Fig. 1: run 1, I/O nets highlighted
Drawn at 3 px/µm.
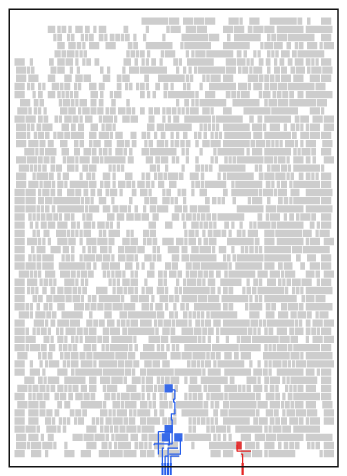
Fig. 2: run 1, logic cells by family
Drawn at 2 px/µm.
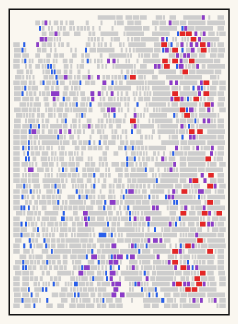
Fig. 3: run 1, clock wires, drivers and flops
Drawn at 3 px/µm.
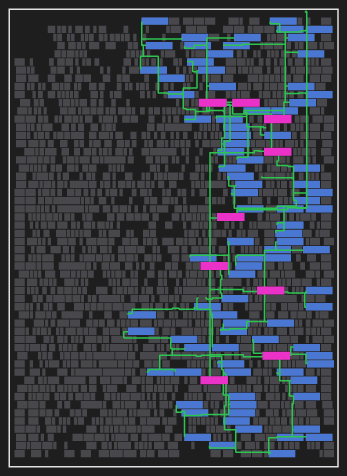
==> config.mk <==
export PLATFORM = sky130hd
export DESIGN_NAME = cordic_sched
export DESIGN_NICKNAME = d
export VERILOG_FILES = /design/src/rtl/cordic_pkg.sv /design/src/rtl/rr_arbiter.sv /design/src/rtl/cordic_sched.sv
export SDC_FILE = /design/constraint.sdc
export NUM_CORES = 1
export LEC_CHECK = 0
export ABC_AREA = 1
export CAP_MARGIN = 10
export CORE_ASPECT_RATIO = 1.4
export CORE_UTILIZATION = 49
export DETAILED_ROUTE_END_ITERATION = 8
export GPL_ROUTABILITY_DRIVEN = 1
export PLACE_DENSITY = 0.83
export SLEW_MARGIN = 20
export SYNTH_ARGS = -nofsm -noshare
export SYNTH_HDL_FRONTEND = slang
export SYNTH_SLANG_ARGS = --single-unit
export TNS_END_PERCENT = 20
==> constraint.sdc <==
create_clock -name clk -period 3.7 [get_ports clk]
set_clock_uncertainty 0.15 [all_clocks]
set_input_delay 0.555 -clock clk [delete_from_list [all_inputs] [get_ports clk]]
set_output_delay 0.555 -clock clk [all_outputs]
set_load 0.005 [all_outputs]
==> src/rtl/cordic_pkg.sv <==
// Shared definitions for the CORDIC request scheduler: Q4.20 angle
// constants, the scheduler state encoding and the signed angle word type.
package cordic_pkg;

  localparam int ARG_W = 24;

  typedef logic signed [ARG_W-1:0] arg_t;

  // pi and pi/2 in signed Q4.20
  localparam arg_t PI      = 24'sh3243F7;
  localparam arg_t HALF_PI = 24'sh1921FB;

  typedef enum logic [1:0] {
    IDLE = 2'd0,
    LOAD = 2'd1,
    WAIT = 2'd2,
    RESP = 2'd3
  } state_t;

endpackage

==> src/rtl/rr_arbiter.sv <==
// Combinational round-robin arbiter: picks the first asserted request at or
// above the pointer, wrapping around, and reports it one-hot and as an index.
module rr_arbiter #(
  parameter int N_REQ = 4,
  parameter int ID_W  = 2
) (
  input  logic [N_REQ-1:0] req,
  input  logic [ID_W-1:0]  ptr,
  output logic [N_REQ-1:0] grant,
  output logic [ID_W-1:0]  grant_idx,
  output logic             grant_any
);

  // Walk the requesters starting at ptr; the first hit wins and masks the rest.
  always_comb begin
    int         idx_i;
    logic [ID_W-1:0] idx_s;
    logic       hit_s;
    grant     = '0;
    grant_idx = '0;
    grant_any = 1'b0;
    idx_i     = 0;
    idx_s     = '0;
    hit_s     = 1'b0;
    for (int off = 0; off < N_REQ; off++) begin
      idx_i            = (int'(ptr) + off) % N_REQ;
      idx_s            = ID_W'(idx_i);
      hit_s            = ~grant_any & req[idx_s];
      grant[idx_s]     = hit_s;
      grant_idx        = hit_s ? idx_s : grant_idx;
      grant_any        = grant_any | hit_s;
    end
  end

endmodule

==> src/rtl/cordic_sched.sv <==
// Round-robin front end for one shared iterative CORDIC rotator. Accepts
// tagged angle requests, folds them into the core's convergence range,
// drives the core's level-sensitive load, supervises the job with a
// watchdog and returns sign-corrected cos/sin on one response channel.
module cordic_sched
  import cordic_pkg::*;
#(
  parameter int N_REQ     = 4,
  parameter int ID_W      = 2,
  parameter int ARG_WIDTH = 24,
  parameter int TIMEOUT   = 63
) (
  input  logic                       clk,
  input  logic                       rst,
  input  logic [N_REQ-1:0]           req_valid,
  output logic [N_REQ-1:0]           req_ready,
  input  logic [N_REQ*ARG_WIDTH-1:0] req_angle,
  output logic                       rsp_valid,
  input  logic                       rsp_ready,
  output logic [ID_W-1:0]            rsp_id,
  output logic [ARG_WIDTH-1:0]       rsp_cos,
  output logic [ARG_WIDTH-1:0]       rsp_sin,
  output logic                       core_data_loaded,
  output logic [ARG_WIDTH-1:0]       core_angle,
  input  logic [ARG_WIDTH-1:0]       core_x,
  input  logic [ARG_WIDTH-1:0]       core_y,
  input  logic                       core_data_computed,
  output logic                       err_timeout
);

  localparam int CNT_W = $clog2(TIMEOUT + 1);
  localparam logic signed [ARG_WIDTH-1:0] PI_C   = ARG_WIDTH'(PI);
  localparam logic signed [ARG_WIDTH-1:0] HALF_C = ARG_WIDTH'(HALF_PI);

  state_t                        state_r;
  state_t                        state_next_s;
  logic [ID_W-1:0]               ptr_r;
  logic [N_REQ-1:0]              grant_s;
  logic [ID_W-1:0]               grant_idx_s;
  logic                          grant_any_s;
  logic [ARG_WIDTH-1:0]          ang_arr_s [N_REQ];
  logic signed [ARG_WIDTH-1:0]   sel_angle_s;
  logic signed [ARG_WIDTH-1:0]   fold_angle_s;
  logic                          fold_flip_s;
  logic                          accept_s;
  logic                          timeout_s;
  logic [ID_W-1:0]               id_r;
  logic [ARG_WIDTH-1:0]          angle_r;
  logic                          flip_r;
  logic [CNT_W-1:0]              cnt_r;
  logic                          loaded_r;
  logic                          rsp_valid_r;
  logic [ID_W-1:0]               rsp_id_r;
  logic [ARG_WIDTH-1:0]          rsp_cos_r;
  logic [ARG_WIDTH-1:0]          rsp_sin_r;
  logic                          err_r;

  rr_arbiter #(
    .N_REQ (N_REQ),
    .ID_W  (ID_W)
  ) u_arb (
    .req       (req_valid),
    .ptr       (ptr_r),
    .grant     (grant_s),
    .grant_idx (grant_idx_s),
    .grant_any (grant_any_s)
  );

  // Unpack the flat angle bus so the granted slot can be picked by index.
  for (genvar g = 0; g < N_REQ; g++) begin : g_unpack
    assign ang_arr_s[g] = req_angle[g*ARG_WIDTH +: ARG_WIDTH];
  end

  assign sel_angle_s = $signed(ang_arr_s[grant_idx_s]);
  assign accept_s    = (state_r == IDLE) && grant_any_s;
  assign timeout_s   = (state_r == WAIT) && !core_data_computed &&
                       (cnt_r == CNT_W'(TIMEOUT - 1));

  // Grants are only offered while idle; the arbiter never picks an invalid requester.
  always_comb begin
    req_ready = '0;
    if (state_r == IDLE) begin
      req_ready = grant_s;
    end else begin
      req_ready = '0;
    end
  end

  // Fold |angle| > pi/2 by half a turn; the result sign is restored on completion.
  always_comb begin
    fold_angle_s = sel_angle_s;
    fold_flip_s  = 1'b0;
    if (sel_angle_s > HALF_C) begin
      fold_angle_s = sel_angle_s - PI_C;
      fold_flip_s  = 1'b1;
    end else if (sel_angle_s < -HALF_C) begin
      fold_angle_s = sel_angle_s + PI_C;
      fold_flip_s  = 1'b1;
    end else begin
      fold_angle_s = sel_angle_s;
      fold_flip_s  = 1'b0;
    end
  end

  // Job sequencing: accept -> one load cycle -> wait for core -> hold response.
  always_comb begin
    state_next_s = state_r;
    case (state_r)
      IDLE: begin
        if (accept_s) begin
          state_next_s = LOAD;
        end else begin
          state_next_s = IDLE;
        end
      end
      LOAD: state_next_s = WAIT;
      WAIT: begin
        if (core_data_computed) begin
          state_next_s = RESP;
        end else if (timeout_s) begin
          state_next_s = IDLE;
        end else begin
          state_next_s = WAIT;
        end
      end
      RESP: begin
        if (rsp_ready) begin
          state_next_s = IDLE;
        end else begin
          state_next_s = RESP;
        end
      end
      default: state_next_s = IDLE;
    endcase
  end

  // State register.
  always_ff @(posedge clk or posedge rst) begin
    if (rst) begin
      state_r <= IDLE;
    end else begin
      state_r <= state_next_s;
    end
  end

  // Capture the accepted job and advance the round-robin pointer past it.
  always_ff @(posedge clk or posedge rst) begin
    if (rst) begin
      ptr_r   <= '0;
      id_r    <= '0;
      angle_r <= '0;
      flip_r  <= 1'b0;
    end else if (accept_s) begin
      ptr_r   <= (grant_idx_s == ID_W'(N_REQ - 1)) ? '0 : grant_idx_s + ID_W'(1);
      id_r    <= grant_idx_s;
      angle_r <= fold_angle_s;
      flip_r  <= fold_flip_s;
    end
  end

  // Load level is high only for the cycle after accept, so every job gives a fresh edge.
  always_ff @(posedge clk or posedge rst) begin
    if (rst) begin
      loaded_r <= 1'b0;
    end else begin
      loaded_r <= accept_s;
    end
  end

  // Watchdog: counts cycles spent waiting for the core.
  always_ff @(posedge clk or posedge rst) begin
    if (rst) begin
      cnt_r <= '0;
    end else if (state_r == LOAD) begin
      cnt_r <= '0;
    end else if (state_r == WAIT) begin
      cnt_r <= cnt_r + CNT_W'(1);
    end
  end

  // Register the sign-corrected result and hold it until the response handshake.
  always_ff @(posedge clk or posedge rst) begin
    if (rst) begin
      rsp_valid_r <= 1'b0;
      rsp_id_r    <= '0;
      rsp_cos_r   <= '0;
      rsp_sin_r   <= '0;
    end else if ((state_r == WAIT) && core_data_computed) begin
      rsp_valid_r <= 1'b1;
      rsp_id_r    <= id_r;
      rsp_cos_r   <= flip_r ? -core_x : core_x;
      rsp_sin_r   <= flip_r ? -core_y : core_y;
    end else if (rsp_valid_r && rsp_ready) begin
      rsp_valid_r <= 1'b0;
    end
  end

  // Sticky hang flag; only reset clears it.
  always_ff @(posedge clk or posedge rst) begin
    if (rst) begin
      err_r <= 1'b0;
    end else if (timeout_s) begin
      err_r <= 1'b1;
    end
  end

  assign core_data_loaded = loaded_r;
  assign core_angle       = angle_r;
  assign rsp_valid        = rsp_valid_r;
  assign rsp_id           = rsp_id_r;
  assign rsp_cos          = rsp_cos_r;
  assign rsp_sin          = rsp_sin_r;
  assign err_timeout      = err_r;

endmodule

==> results.yml, run 1 <==
# physical design summary
worst_setup_path:
  timing.critical_path.arrival_ns: 3.69
  cpMaxStageDelayCell: "sky130_fd_sc_hd__dfrtp_2"
run_status:
  status: "finished clean"
clock_network:
  cts-buffers-inserted: 9
  clock_path_buffers: 2
  htree_levels: 3
  cts_tree: "yes"
placed_design:
  placedCellCount: 1789
  place_hpwl_mm: 23.0
  pre_cts_ws_ns: -0.347
route:
  dr_wl_met3_mm: 2.21
  met1Wirelength_mm: 11.0
  route.detailed.vias_per_inst: 5.54
yosys:
  ff_type: "sky130_fd_sc_hd__dfrtp_1"
  synth-edff-count: 0
  ys_chip_area_mm2: 0.00787
timing:
  finalWorstSetupSlack_ns: 0.0913
cells_and_area:
  bufAreaShareNonClock: 0.316
  final_design_area_no_fill_mm2: 0.0123
## Picture notes: Fig. 1
legend:
  red:
    port: `rst`
    bits: 1
    direction: input
    end_cells: 1
    buffers: 1
    wire: 10.7 µm
  blue:
    port: `req_ready`
    bits: 4
    direction: output
    end_cells: 4
    buffers: 4
    wire: 75.3 µm
number of buffers inserted by port buffering: 232
I/O pin count: 233

## Picture notes: Fig. 2
legend:
  blue:
    family: inverters
    cells: 149
    where: spread over the die
  purple:
    family: inverting AOI/OAI gates
    cells: 130
  red:
    family: XOR/XNOR gates
    cells: 46
    where: a vertical strip on the right
most common logic cell in the routed design: sky130_fd_sc_hd__nand2_1
number of standard cells in the layout, taps in and fillers out: 1,827
multi-input gate share of the layout cell area: 0.411

## Picture notes: Fig. 3
legend:
  green:
    item: clock wires
    length: 1,180 µm
  magenta:
    item: clock drivers
    count: 9
  blue:
    item: flip-flops
    count: 90
routed clock nets: 10
Late-Pin Clk Latency: 0.35 ns

==> run 2: changes to the inputs <==
--- a/config.mk
+++ b/config.mk
@@ -11,9 +11,10 @@
 export CORE_UTILIZATION = 49
 export DETAILED_ROUTE_END_ITERATION = 8
 export GPL_ROUTABILITY_DRIVEN = 1
-export PLACE_DENSITY = 0.83
+export PLACE_DENSITY = 0.82
 export SLEW_MARGIN = 20
 export SYNTH_ARGS = -nofsm -noshare
 export SYNTH_HDL_FRONTEND = slang
+export SYNTH_HIERARCHICAL = 1
 export SYNTH_SLANG_ARGS = --single-unit
 export TNS_END_PERCENT = 20
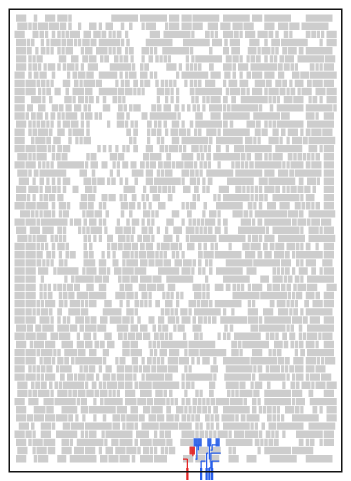
Fig. 4. I/O nets highlighted (run 2).
Drawn at 3 px/µm.
legend:
  red:
    port: `rst`
    bits: 1
    direction: input
    end_cells: 1
    buffers: 1
    wire: 7.00 µm
  blue:
    port: `req_ready`
    bits: 4
    direction: output
    end_cells: 4
    buffers: 4
    wire: 41.9 µm

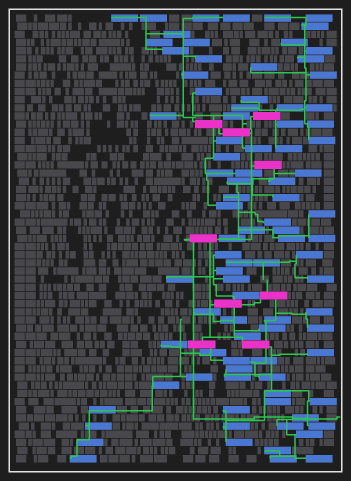
Fig. 5. Clock wires, drivers and flops (run 2).
Drawn at 3 px/µm.
legend:
  blue:
    item: flip-flops
    count: 90
  green:
    item: clock wires
    length: 1,200 µm
  magenta:
    item: clock drivers
    count: 9
routed clock nets: 10
Late-Pin Clk Latency: 0.34 ns

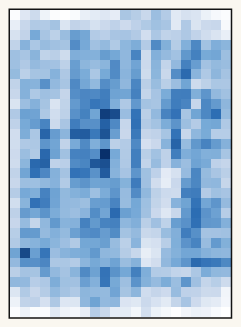
Fig. 6. Wiring heat map (run 2).
Drawn at 2 px/µm. The die is cut into 22 by 31 equal tiles; white is low, dark blue is high, scaled to the fullest tile. Values are wire area over tile area, all layers added.
fullest tile: 0.68
densest ninth of the die: centre
mean over tiles: 0.28
tiles over half the peak: 32%
nearly empty tiles: 0.90%
DR WL/cell: 15.2 µm
total number of vias: 10,100
final wirelength: 29.0 mm

==> run 2 against run 1 <==
Effect of this change: fmax decreased by 1.0%; clock-buffer cell count decreased by 1; synthesized cell count increased by 4.6%; non-clock buffer count increased by 21; worst hold slack got worse by 0.0042 ns; critical endpoint unchanged; cell area increased by 3.2%; global-route usage decreased by 3.2 points.
==> results.yml, run 2 <==
# physical design summary
yosys:
  synth-edff-count: 0
  ff_type: "sky130_fd_sc_hd__dfrtp_1"
  ys_chip_area_mm2: 0.00805
cells_and_area:
  seq_area_mm2: 0.00225
  final_design_area_no_fill_mm2: 0.0127
  comb-cell-share: 0.435
  stdcell_count: 1910
placed_design:
  place_hpwl_mm: 21.4
  placedCellCount: 1860
  pre_cts_ws_ns: -0.396
  placement.io_buffers: 232
worst_setup_path:
  cpMaxStageDelayCell: "sky130_fd_sc_hd__dfrtp_1"
route:
  dr_wl_met3_mm: 1.76
  met1Wirelength_mm: 10.9
  antenna_left: 0
clock_network:
  clock_path_buffers: 2
  post_cts_hold_buffer_count: 0
  post_cts.resized_instances: 3
  cts_tree: "yes"
  cts-buffers-inserted: 9
floorplan:
  floorplan.io_pins: 233
run_status:
  status: "finished clean"
